`src/rtl/obstacle_spawner.sv`:
```
// Frame-paced obstacle scheduler: waits a shrinking, LFSR-randomised number of frame ticks
// between spawn requests and holds each request until the obstacle slot is free.
module obstacle_spawner #(
  parameter int unsigned InitialGap  = 60,
  parameter int unsigned MinGap      = 40,
  parameter int unsigned MinGapFloor = 16,
  parameter int unsigned GapBits     = 5,
  parameter logic [15:0] Seed        = 16'hACE1
) (
  input  logic       clk_i,
  input  logic       rst_ni,
  input  logic       enable_i,
  input  logic       next_frame_i,
  input  logic       busy_i,
  output logic       spawn_o,
  output logic [1:0] rand_o,
  output logic [7:0] spawn_count_o
);

  localparam int unsigned LfsrW   = 16;
  localparam int unsigned GapW    = 10;
  localparam int unsigned MinGapW = 8;
  localparam int unsigned CountW  = 8;
  localparam logic [LfsrW-1:0]  LfsrTaps = 16'hB400;
  localparam logic [CountW-1:0] CountMax = '1;

  typedef enum logic [1:0] {
    S_IDLE = 2'd0,
    S_WAIT = 2'd1,
    S_REQ  = 2'd2
  } state_e;

  state_e               state_q, state_d;
  logic [LfsrW-1:0]     lfsr_q;
  logic [GapW-1:0]      gap_q, gap_d, gap_load;
  logic [MinGapW-1:0]   mingap_q, mingap_d;
  logic [1:0]           rand_d;
  logic [CountW-1:0]    count_d;
  logic                 spawn_d;

  // Galois LFSR, free-running whenever out of reset
  always_ff @(posedge clk_i or negedge rst_ni) begin
    if (!rst_ni) begin
      lfsr_q <= Seed;
    end else begin
      lfsr_q <= (lfsr_q >> 1) ^ (lfsr_q[0] ? LfsrTaps : LfsrW'(0));
    end
  end

  assign gap_load = GapW'(mingap_q) + GapW'(lfsr_q[GapBits-1:0]);

  always_ff @(posedge clk_i or negedge rst_ni) begin
    if (!rst_ni) begin
      state_q       <= S_IDLE;
      gap_q         <= '0;
      mingap_q      <= MinGapW'(MinGap);
      spawn_o       <= 1'b0;
      rand_o        <= '0;
      spawn_count_o <= '0;
    end else begin
      state_q       <= state_d;
      gap_q         <= gap_d;
      mingap_q      <= mingap_d;
      spawn_o       <= spawn_d;
      rand_o        <= rand_d;
      spawn_count_o <= count_d;
    end
  end

  // Next-state and next-output logic; abort (enable low) outranks delivery
  always_comb begin
    state_d  = state_q;
    gap_d    = gap_q;
    mingap_d = mingap_q;
    rand_d   = rand_o;
    count_d  = spawn_count_o;

    unique case (state_q)
      S_IDLE: begin
        if (enable_i) begin
          gap_d    = GapW'(InitialGap);
          count_d  = '0;
          mingap_d = MinGapW'(MinGap);
          state_d  = S_WAIT;
        end
      end
      S_WAIT: begin
        if (!enable_i) begin
          state_d = S_IDLE;
        end else if (next_frame_i) begin
          if (gap_q == GapW'(1)) begin
            state_d = S_REQ;
            rand_d  = lfsr_q[1:0];
          end else begin
            gap_d = gap_q - GapW'(1);
          end
        end
      end
      S_REQ: begin
        if (!enable_i) begin
          state_d = S_IDLE;
        end else if (next_frame_i && !busy_i) begin
          state_d = S_WAIT;
          gap_d   = gap_load;
          if (spawn_count_o != CountMax) begin
            count_d = spawn_count_o + CountW'(1);
          end
          // Difficulty ramps every 8th delivery until the floor is reached
          if ((spawn_count_o[2:0] == 3'b111) && (mingap_q > MinGapW'(MinGapFloor))) begin
            mingap_d = mingap_q - MinGapW'(1);
          end
        end
      end
      default: begin
        state_d = S_IDLE;
      end
    endcase

    spawn_d = (state_d == S_REQ);
  end

endmodule

```
`config.mk`:
```
export PLATFORM = sky130hd
export DESIGN_NAME = obstacle_spawner
export DESIGN_NICKNAME = d
export VERILOG_FILES = /design/src/rtl/obstacle_spawner.sv
export SDC_FILE = /design/constraint.sdc
export NUM_CORES = 1
export LEC_CHECK = 0
export CAP_MARGIN = 20
export CORE_MARGIN = 2
export CORE_UTILIZATION = 59
export CTS_CLUSTER_DIAMETER = 60
export CTS_CLUSTER_SIZE = 20
export DETAILED_ROUTE_END_ITERATION = 8
export PLACE_DENSITY = 0.88
export SKIP_CTS_REPAIR_TIMING = 1
export SYNTH_ARGS = -nofsm -noshare
export SYNTH_HDL_FRONTEND = slang
export SYNTH_SLANG_ARGS = --single-unit
```
`constraint.sdc`:
```
create_clock -name clk_i -period 2.99 [get_ports clk_i]
set_input_delay 0.299 -clock clk_i [delete_from_list [all_inputs] [get_ports clk_i]]
set_output_delay 0.299 -clock clk_i [all_outputs]
set_load 0.01 [all_outputs]
```
### Metal 1

Bar = 20 um. Supply wires on this layer in gray.
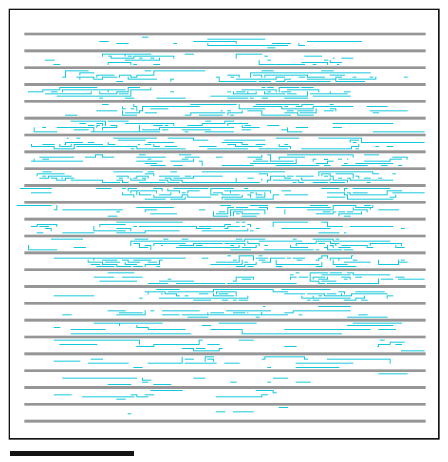
main direction = horizontal
wire length on this layer = 2,240 um
share of all routed wire = 44%
total via count in the routed design: 1,946
wirelength, routed: 5131 um
GR Util met1: 28.03%

### Met2 routing

Cells faint in the background.
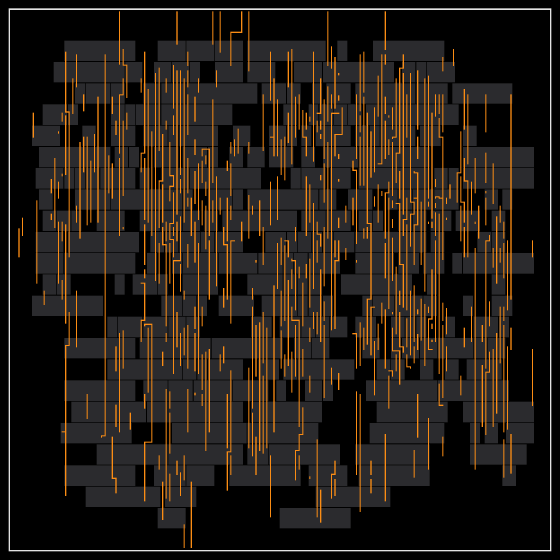
wire length on this layer = 2,470 um
share of all routed wire = 48%
longest straight run = 48.8 um
main direction = vertical
nets with wire on the layer = 245
met2 global-route usage: 37.29%

==> results.txt <==
Notes on the physical design

The combinational cell area excluding buffers and inverters is about 1200 um2. The final weighted congestion of routability-driven global placement is roughly 0.83. The clock passes through at most 2 buffers.

The number of H-tree levels is 2. The standby leakage power is around 0.0012 uW. Ranked by total area, the top cell class in this layout is logic gates. The cell-internal power is 1040 uW. In this run, power in combinational logic comes to 516 uW. The register name with the most flops is lfsr_q. In the routed design, unresolved DRC markers number 0.

The area fraction in full adders, half adders and majority gates is 8.292%. The flow ran to the end, and the final reports show no timing, DRC or antenna violations. The most common cell in the synthesized netlist is dfrtp_1. Setup repair after global routing left no endpoint under its margin.

The worst setup path is launched from a flop. The clock-pin slew on the worst setup and hold paths is around 0.09 ns. The via count of the first global-routing pass was a little under 2,000. The final critical path time including I/O delays and setup is 2.493 ns.

In this run the most used layer during global routing was met2. The number of clock buffers added by TritonCTS is 5. The layout report lists the clock-cell share of area as 3.338%.

The power report attributes to the sequential group a share of between 40% and 50%. Logged for this run, the post-placement worst setup slack is roughly 0.6 ns. The worst hold slack is 0.3562 ns. The chip width is between 60 and 70 um. Clock skew on the completed layout was measured at ~0.0047 ns. The met1 routed wirelength after detailed routing is 2239 um.

Per Yosys stat, the portion of area used by sequential elements is a little under half. The biggest area contributor in the post-synthesis netlist is dfrtp_1. The layout has 298 filler cells. After detailed routing, the average wire length per cell comes to 16.24 um. Wire segments on met2 add up to 2470 um in the final route.

The top routing layer in use is met4. The starting density of the core is between 60% and 70%. Looking at the critical path, the single cell with the biggest stage delay is ha_1.

For the pin with the worst max-slew slack, the measured transition is between 0.7 and 0.8 ns. The final-report hold violation count is 0. The count of inverters not on the clock network in the layout is 15. The final period utilization is 83.39%.

The reported net switching power is about 620 uW. The kind of cell adding the most delay to the critical path is simple AND/OR/NAND/NOR gates. The number of flip-flops in the largest register is 16.
-- stage by stage --
| step | util [%] | cell area (um2) | std cells | power, uW |
|---|---|---|---|---|
| after floorplan | - | 2505 | 248 | 1123 |
| after global placement | 66.24 | 2688 | 306 | 1238 |
| after detailed placement | 66.24 | 2688 | 306 | 1257 |
| after CTS | 68.55 | 2781 | 314 | 1645 |
| after global routing | 69.29 | 2811 | 316 | 1741 |
| final | 69.29 | 2811 | 316 | 1656 |
-- cells in the final DEF, fill, tap and decap left out, types with 2 or more instances in the layout --
| cell | instances |
|---|---|
| clkbuf_8 | 5 |
| o21ai_0 | 22 |
| a21oi_1 | 12 |
| o2bb2ai_1 | 2 |
| xnor2_1 | 6 |
| ha_1 | 15 |
| nand3_1 | 14 |
| clkinv_4 | 2 |
| nand2b_1 | 3 |
| nor2_1 | 22 |
| clkdlybuf4s50_1 | 14 |
| o22ai_1 | 3 |
| dfstp_2 | 10 |
| mux2_2 | 3 |
| nor3_1 | 7 |
| nand4_1 | 2 |
| a2111oi_4 | 2 |
| o31ai_1 | 3 |
| nand4b_1 | 2 |
| nand2_1 | 16 |
| and3_1 | 4 |
| o311a_1 | 2 |
| nor4_1 | 3 |
| dfrtp_1 | 37 |
| xor2_1 | 8 |
| o21bai_1 | 2 |
| a21o_1 | 3 |
| a211oi_1 | 3 |
| a22o_1 | 2 |
| inv_1 | 15 |
-- path summary, 6_finish.rpt --
path / start / to / slack, ns
setup / recovery: state_q[0] / mingap_q[5] / 0.50
max in group asynchronous: rst_ni / lfsr_q[13] / 2.00
hold / removal: lfsr_q[9] / lfsr_q[8] / 0.36
setup reg to reg: state_q[0] / mingap_q[5] / 0.50
min in group asynchronous: rst_ni / state_q[1] / 0.44
hold reg to reg: lfsr_q[9] / lfsr_q[8] / 0.36
Power figures rest on the tool's default switching activity, not on a simulated workload.
